**src/rtl/mips_fetch_stage_if.sv**
```systemverilog
// Instruction-memory request/response bus between the fetch stage (master)
// and the instruction memory (slave).
interface mips_fetch_stage_if #(
  parameter int unsigned ADDR_W  = 32,
  parameter int unsigned INSTR_W = 32
);
  logic               req;
  logic [ADDR_W-1:0]  addr;
  logic               ready;
  logic [INSTR_W-1:0] rdata;

  modport master (
    output req,
    output addr,
    input  ready,
    input  rdata
  );

  modport slave (
    input  req,
    input  addr,
    output ready,
    output rdata
  );
endinterface

```
**src/rtl/mips_fetch_stage.sv**
```systemverilog
// Pipelined MIPS instruction-fetch stage: PC register, boot delay, IF/ID register.
// Optional perf counters (fetch_cnt_o / bubble_cnt_o) when MIPS_FETCH_PERF_EN is defined.
module mips_fetch_stage #(
  parameter int unsigned ADDR_W      = 32,
  parameter int unsigned INSTR_W     = 32,
  parameter logic [ADDR_W-1:0] RESET_PC = '0,
  parameter int unsigned BOOT_CYCLES = 2
) (
  input  logic               clk,
  input  logic               rst_n,
  input  logic               stall_i,
  input  logic               flush_i,
  input  logic               redirect_valid_i,
  input  logic [ADDR_W-1:0]  redirect_pc_i,
  mips_fetch_stage_if.master imem,
  output logic               ifid_valid_o,
  output logic [ADDR_W-1:0]  ifid_pc_o,
  output logic [ADDR_W-1:0]  ifid_pc4_o,
  output logic [INSTR_W-1:0] ifid_instr_o,
  output logic               misalign_o
`ifdef MIPS_FETCH_PERF_EN
  ,
  output logic [31:0]        fetch_cnt_o,
  output logic [31:0]        bubble_cnt_o
`endif
);

  typedef enum logic {
    ST_BOOT,
    ST_FETCH
  } state_e;

  localparam logic [3:0] BOOT_INIT = 4'(BOOT_CYCLES);

  state_e             state_q,      state_d;
  logic [3:0]         boot_cnt_q,   boot_cnt_d;
  logic [ADDR_W-1:0]  pc_q,         pc_d;
  logic               ifid_valid_q, ifid_valid_d;
  logic [ADDR_W-1:0]  ifid_pc_q,    ifid_pc_d;
  logic [ADDR_W-1:0]  ifid_pc4_q,   ifid_pc4_d;
  logic [INSTR_W-1:0] ifid_instr_q, ifid_instr_d;
  logic               misalign_q,   misalign_d;

  logic [ADDR_W-1:0]  pc_plus4;
  logic [ADDR_W-1:0]  redirect_aligned;
  logic               capture;
  logic               bubble;

`ifdef MIPS_FETCH_PERF_EN
  logic [31:0]        fetch_cnt_q,  fetch_cnt_d;
  logic [31:0]        bubble_cnt_q, bubble_cnt_d;
`endif

  assign pc_plus4         = pc_q + ADDR_W'(4);
  assign redirect_aligned = {redirect_pc_i[ADDR_W-1:2], 2'b00};

  always_comb begin
    state_d      = state_q;
    boot_cnt_d   = boot_cnt_q;
    pc_d         = pc_q;
    ifid_valid_d = ifid_valid_q;
    ifid_pc_d    = ifid_pc_q;
    ifid_pc4_d   = ifid_pc4_q;
    ifid_instr_d = ifid_instr_q;
    misalign_d   = misalign_q;
    capture      = 1'b0;
    bubble       = 1'b0;

    // Redirect target and sticky misalign flag apply in both states.
    if (redirect_valid_i) begin
      pc_d = redirect_aligned;
      if (redirect_pc_i[1:0] != 2'b00) begin
        misalign_d = 1'b1;
      end
    end

    unique case (state_q)
      ST_BOOT: begin
        if (boot_cnt_q <= 4'd1) begin
          state_d = ST_FETCH;
        end else begin
          boot_cnt_d = boot_cnt_q - 4'd1;
        end
      end

      ST_FETCH: begin
        if (redirect_valid_i || flush_i) begin
          ifid_valid_d = 1'b0;
          bubble       = 1'b1;
        end else if (stall_i) begin
          // Hold everything; a response arriving under stall is ignored.
        end else if (imem.ready) begin
          ifid_instr_d = imem.rdata;
          ifid_pc_d    = pc_q;
          ifid_pc4_d   = pc_plus4;
          ifid_valid_d = 1'b1;
          pc_d         = pc_plus4;
          capture      = 1'b1;
        end else begin
          ifid_valid_d = 1'b0;
          bubble       = 1'b1;
        end
      end

      default: begin
        state_d = ST_BOOT;
      end
    endcase
  end

`ifdef MIPS_FETCH_PERF_EN
  always_comb begin
    fetch_cnt_d  = fetch_cnt_q;
    bubble_cnt_d = bubble_cnt_q;
    if (capture && (fetch_cnt_q != '1)) begin
      fetch_cnt_d = fetch_cnt_q + 32'd1;
    end
    if (bubble && (bubble_cnt_q != '1)) begin
      bubble_cnt_d = bubble_cnt_q + 32'd1;
    end
  end

  always_ff @(posedge clk or negedge rst_n) begin
    if (!rst_n) begin
      fetch_cnt_q  <= '0;
      bubble_cnt_q <= '0;
    end else begin
      fetch_cnt_q  <= fetch_cnt_d;
      bubble_cnt_q <= bubble_cnt_d;
    end
  end

  assign fetch_cnt_o  = fetch_cnt_q;
  assign bubble_cnt_o = bubble_cnt_q;
`else
  logic unused_perf;
  assign unused_perf = capture ^ bubble;
`endif

  always_ff @(posedge clk or negedge rst_n) begin
    if (!rst_n) begin
      state_q      <= ST_BOOT;
      boot_cnt_q   <= BOOT_INIT;
      pc_q         <= RESET_PC;
      ifid_valid_q <= 1'b0;
      ifid_pc_q    <= '0;
      ifid_pc4_q   <= '0;
      ifid_instr_q <= '0;
      misalign_q   <= 1'b0;
    end else begin
      state_q      <= state_d;
      boot_cnt_q   <= boot_cnt_d;
      pc_q         <= pc_d;
      ifid_valid_q <= ifid_valid_d;
      ifid_pc_q    <= ifid_pc_d;
      ifid_pc4_q   <= ifid_pc4_d;
      ifid_instr_q <= ifid_instr_d;
      misalign_q   <= misalign_d;
    end
  end

  assign imem.req     = (state_q == ST_FETCH) && !stall_i;
  assign imem.addr    = pc_q;
  assign ifid_valid_o = ifid_valid_q;
  assign ifid_pc_o    = ifid_pc_q;
  assign ifid_pc4_o   = ifid_pc4_q;
  assign ifid_instr_o = ifid_instr_q;
  assign misalign_o   = misalign_q;

endmodule

```
**src/flat_wrapper.sv**
```systemverilog
// flat-port wrapper written by rule: the top's interface ports become plain ports
module mips_fetch_stage_flat 
#(
  parameter int unsigned ADDR_W      = 32,
  parameter int unsigned INSTR_W     = 32,
  parameter logic [ADDR_W-1:0] RESET_PC = '0,
  parameter int unsigned BOOT_CYCLES = 2
)
  (clk, rst_n, stall_i, flush_i, redirect_valid_i, redirect_pc_i, ifid_valid_o, ifid_pc_o, ifid_pc4_o, ifid_instr_o, misalign_o, imem_req, imem_addr, imem_ready, imem_rdata);
  mips_fetch_stage_if #(.ADDR_W(ADDR_W), .INSTR_W(INSTR_W)) imem_i ();
  input  logic clk;
  input  logic rst_n;
  input  logic stall_i;
  input  logic flush_i;
  input  logic redirect_valid_i;
  input  logic [ADDR_W-1:0] redirect_pc_i;
  output logic ifid_valid_o;
  output logic [ADDR_W-1:0] ifid_pc_o;
  output logic [ADDR_W-1:0] ifid_pc4_o;
  output logic [INSTR_W-1:0] ifid_instr_o;
  output logic misalign_o;
  output wire logic [$bits(imem_i.req)-1:0] imem_req;
  output wire logic [$bits(imem_i.addr)-1:0] imem_addr;
  input wire logic [$bits(imem_i.ready)-1:0] imem_ready;
  input wire logic [$bits(imem_i.rdata)-1:0] imem_rdata;
  assign imem_req = imem_i.req;
  assign imem_addr = imem_i.addr;
  assign imem_i.ready = imem_ready;
  assign imem_i.rdata = imem_rdata;
  mips_fetch_stage #(.ADDR_W(ADDR_W), .INSTR_W(INSTR_W), .RESET_PC(RESET_PC), .BOOT_CYCLES(BOOT_CYCLES)) u_core (.clk(clk), .rst_n(rst_n), .stall_i(stall_i), .flush_i(flush_i), .redirect_valid_i(redirect_valid_i), .redirect_pc_i(redirect_pc_i), .imem(imem_i), .ifid_valid_o(ifid_valid_o), .ifid_pc_o(ifid_pc_o), .ifid_pc4_o(ifid_pc4_o), .ifid_instr_o(ifid_instr_o), .misalign_o(misalign_o));
endmodule
```
**config.mk**
```make
export PLATFORM = sky130hd
export DESIGN_NAME = mips_fetch_stage_flat
export DESIGN_NICKNAME = d
export VERILOG_FILES = /design/src/rtl/mips_fetch_stage_if.sv /design/src/rtl/mips_fetch_stage.sv /design/src/flat_wrapper.sv
export SDC_FILE = /design/constraint.sdc
export NUM_CORES = 1
export LEC_CHECK = 0
export ABC_AREA = 1
export CORE_ASPECT_RATIO = 1.1
export CORE_MARGIN = 4
export CORE_UTILIZATION = 35
export DETAILED_ROUTE_END_ITERATION = 6
export PLACE_DENSITY_LB_ADDON = 0.2
export SETUP_SLACK_MARGIN = 0.4
export SLEW_MARGIN = 30
export SYNTH_ARGS = -nofsm -noshare
export SYNTH_HDL_FRONTEND = slang
export SYNTH_SLANG_ARGS = --single-unit
```
**constraint.sdc**
```tcl
create_clock -name clk -period 2 [get_ports clk]
set_clock_uncertainty 0.2 [all_clocks]
set_input_delay 0.4 -clock clk [delete_from_list [all_inputs] [get_ports clk]]
set_output_delay 0.4 -clock clk [all_outputs]
set_load 0.02 [all_outputs]
```
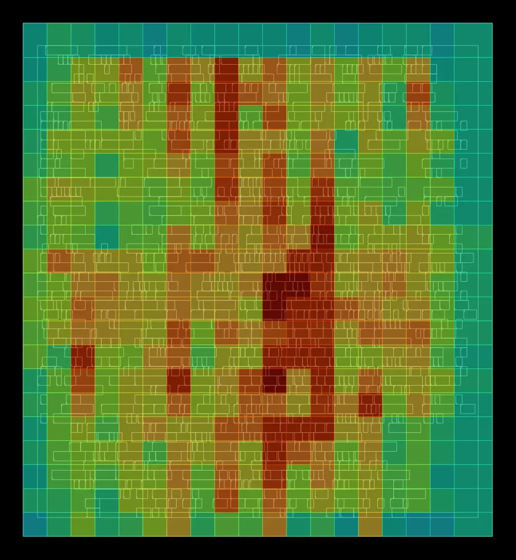
final_congestion.png
met3 GRT Util: 4.90%
GRT Overall Usage: 20.1%
post-layout util: 59.9%

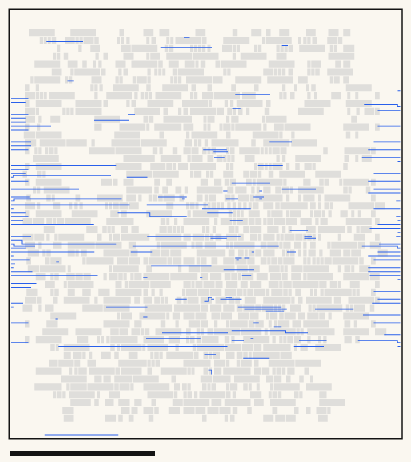
met3.png
The bar under the picture is 50 um long. Cells faint in the background.
share of all routed wire: 6.3%
longest straight run: 58.2 um
main direction: horizontal

==> Slide: Implementation Results <==
Run Summary

Synth
  – Dominant register cell: dfrtp_1
  – Synth Cell Area: 6230 um^2
  – Warnings from Yosys: 0
  – Synth Area in Compound Gates: 8.80%
  – Adder Share, Synth: 0.603%
  – Synthesis area per yosys: 6230 um^2
  – Synth Instances: ~800
  – Basic Gates by Area: 28.8%
  – Dominant combinational family: simple AND/OR/NAND/NOR gates
  – Yosys cell count: 786
  – XOR/XNOR Fraction of Synth Area: less than 1%

Timing
  – Fmax: 572 MHz
  – Max-slew violation count: 0
  – Period Utilization, post-route: 87.4%
  – Period minus WS final: 1.75 ns
  – Setup TNS: 0 ns
  – Final Hold Viols: 0

Global routing
  – Global-route wire length before repair: roughly 31 mm
  – Number of global-route vias before repair: 5738
  – Largest net degree at the start of global routing: approximately 61
  – GRT overflow: 0
  – Initial antenna violation count: 1

Power and ir drop
  – Pleak: 5.11 nW
  – Total chip power: 0.00900 W
  – Clock net power: 0.00286 W
  – Flop pwr share: 38.7%
  – Combinational share of power: 29.5%
  – Total sequential power: 0.00349 W
  – PwrDens: ~870 nW/um^2
  – Leading power group: registers
  – Clock network fraction of design power: a little under a third

Status
  – Status: finished clean

Setup path
  – Worst EP required: between 2 and 2.5 ns
  – CP max FO: 5
  – Worst setup path class: reg2reg
  – Crit path cell chain: nand2_4 > nor2_4 > nand2_4 > nor2_4 > buf_4 > nor2_1 > nor2_2 > a21oi_2
  – CP Launch Type: register
  – Critical path's slowest cell: dfrtp_2
  – Worst Path Arrival: around 1.9 ns
  – Worst Setup End Kind: register

Floorplanning
  – Core area: 17300 um^2
  – Chip area: 20000 um^2
  – Num ports: 201

CTS
  – Clk root buf: clkbuf_16
  – Clk_lat worst skew: 0.42 ns
  – CTS tree: done
  – Count of clock tree sinks: approximately 130
  – # H-tree levels: 4

Run
  – OpenROAD warnings: 30

Placement
  – Input/output buffers: about 200
  – Post-place instance area: 8670 um^2
  – DPL Wire Length: 14.1 mm

Drt
  – Vias per inst: approximately 4.7
  – ANT nets after route: 0
  – Drt pass-1 iters: 5
  – Total wire length: ~22 mm

Min path
  – Worst Hold Class: in2async
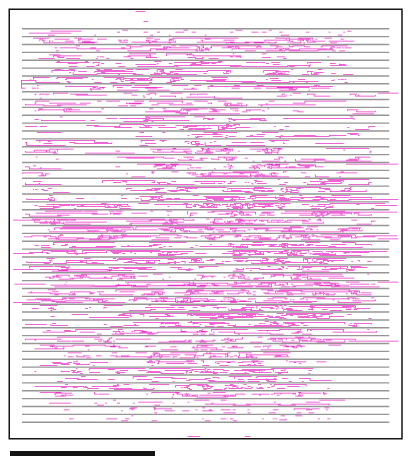
met1.png
The bar under the picture is 50 um long. Supply wires on this layer in grey.
share of all routed wire: 40%
wire length on this layer: 8940 um
nets with wire on the layer: 1019

-- final cells by class --
cell class | instances | area, um^2
inverters | 69 | 274
repair buffers | 293 | 2740
well taps | 234 | 293
clock buffers | 26 | 469
fillers | 1577 | 6930
clock inverters | 6 | 57.6
multi-input cells | 550 | 3150
flip-flops and latches | 133 | 3360
-- what timing repair did --
action,4_1_cts,5_1_grt
pin swaps,30,69
setup endpoints to repair,232,143
setup buffers,32,27
gates resized,666,177
hold endpoints to repair,30,0
hold buffers,1,0
cloned,4,8
-- kinds of logic after synthesis --
family | count (synthesis)
and+or+nand+nor | 446
xor gates and xnor gates | 7
buffers and inverters | 103
adders and majority gates | 3
AOI/OAI and AO/OA | 94
DFF | 133
-- critical path: cells and delay by family (launching register included) --
kind	cells	cell delay (ns)
flops	1	0.45
buf+inv	1	0.16
compound gates	1	0.05
simple gates	6	0.77
-- Yosys cell counts, types with 2 or more instances --
cell type,instances,area (um^2)
nand2_2,2,12.5
buf_4,5,37.5
o21ai_0,26,130
or2_2,2,12.5
nand2_1,346,1300
clkbuf_1,7,26.3
nor2_1,55,206
a21oi_1,6,30.0
o211ai_1,16,120
nor2_2,5,31.3
o21ai_1,34,170
buf_6,4,45.0
inv_2,3,11.3
ha_1,3,37.5
dfrtp_1,132,3300
o21bai_1,3,22.5
buf_2,18,90.1
inv_1,66,248
xor2_1,6,52.6
nand3_1,27,135
nor2_4,5,56.3
a21oi_2,6,52.6
o21a_1,3,22.5
-- placed cells by master, fill, tap and decap left out, types with 9 or more instances in the layout --
master	synthesis	layout
a21oi_2	6	9
buf_12	0	13
buf_2	18	95
buf_4	5	56
buf_6	4	46
clkbuf_16	0	25
clkdlybuf4s50_1	0	65
dfrtp_1	132	111
dfrtp_2	0	21
inv_1	66	59
nand2_1	346	278
nand2_2	2	47
nand2_4	1	23
nand3_1	27	16
nor2_1	55	16
nor2_2	5	15
nor2_4	5	34
o211ai_1	16	16
o21ai_0	26	18
o21ai_1	34	36
-- layer usage --
metal	wire length, um	up-vias	GRT usage, %
met3	1390	45	4.90
met5	12	-	0
li1	-	3005	-
met1	8940	2952	25.8
met4	612	2	6.96
met2	11100	189	33.1
-- registers in the layout (all words and copies together) (netlist names) --
| register | count |
|---|---|
| u_core.ifid_pc4_o | 32 |
| u_core.state_q | 1 |
| u_core.ifid_instr_o | 32 |
| u_core.ifid_pc_o | 30 |
| u_core.misalign_o | 1 |
| u_core.ifid_valid_o | 1 |
| u_core.imem.addr | 32 |
| u_core.boot_cnt_q | 4 |
-- worst paths after layout --
check,cells past startpoint,end,startpoint,slack (ns)
hold / removal,2,u_core.boot_cnt_q[0],rst_n,0.24
setup / recovery,8,u_core.ifid_pc4_o[9],u_core.imem.addr[3],0.25
max in group asynchronous,3,u_core.ifid_pc4_o[1],rst_n,0.74
setup reg to reg,8,u_core.ifid_pc4_o[9],u_core.imem.addr[3],0.25
min in group clk,2,u_core.ifid_instr_o[25],u_core.ifid_instr_o[25],0.26
hold reg to reg,2,u_core.ifid_instr_o[25],u_core.ifid_instr_o[25],0.26
No activity file was given, so power comes from the tool's default toggle rates.
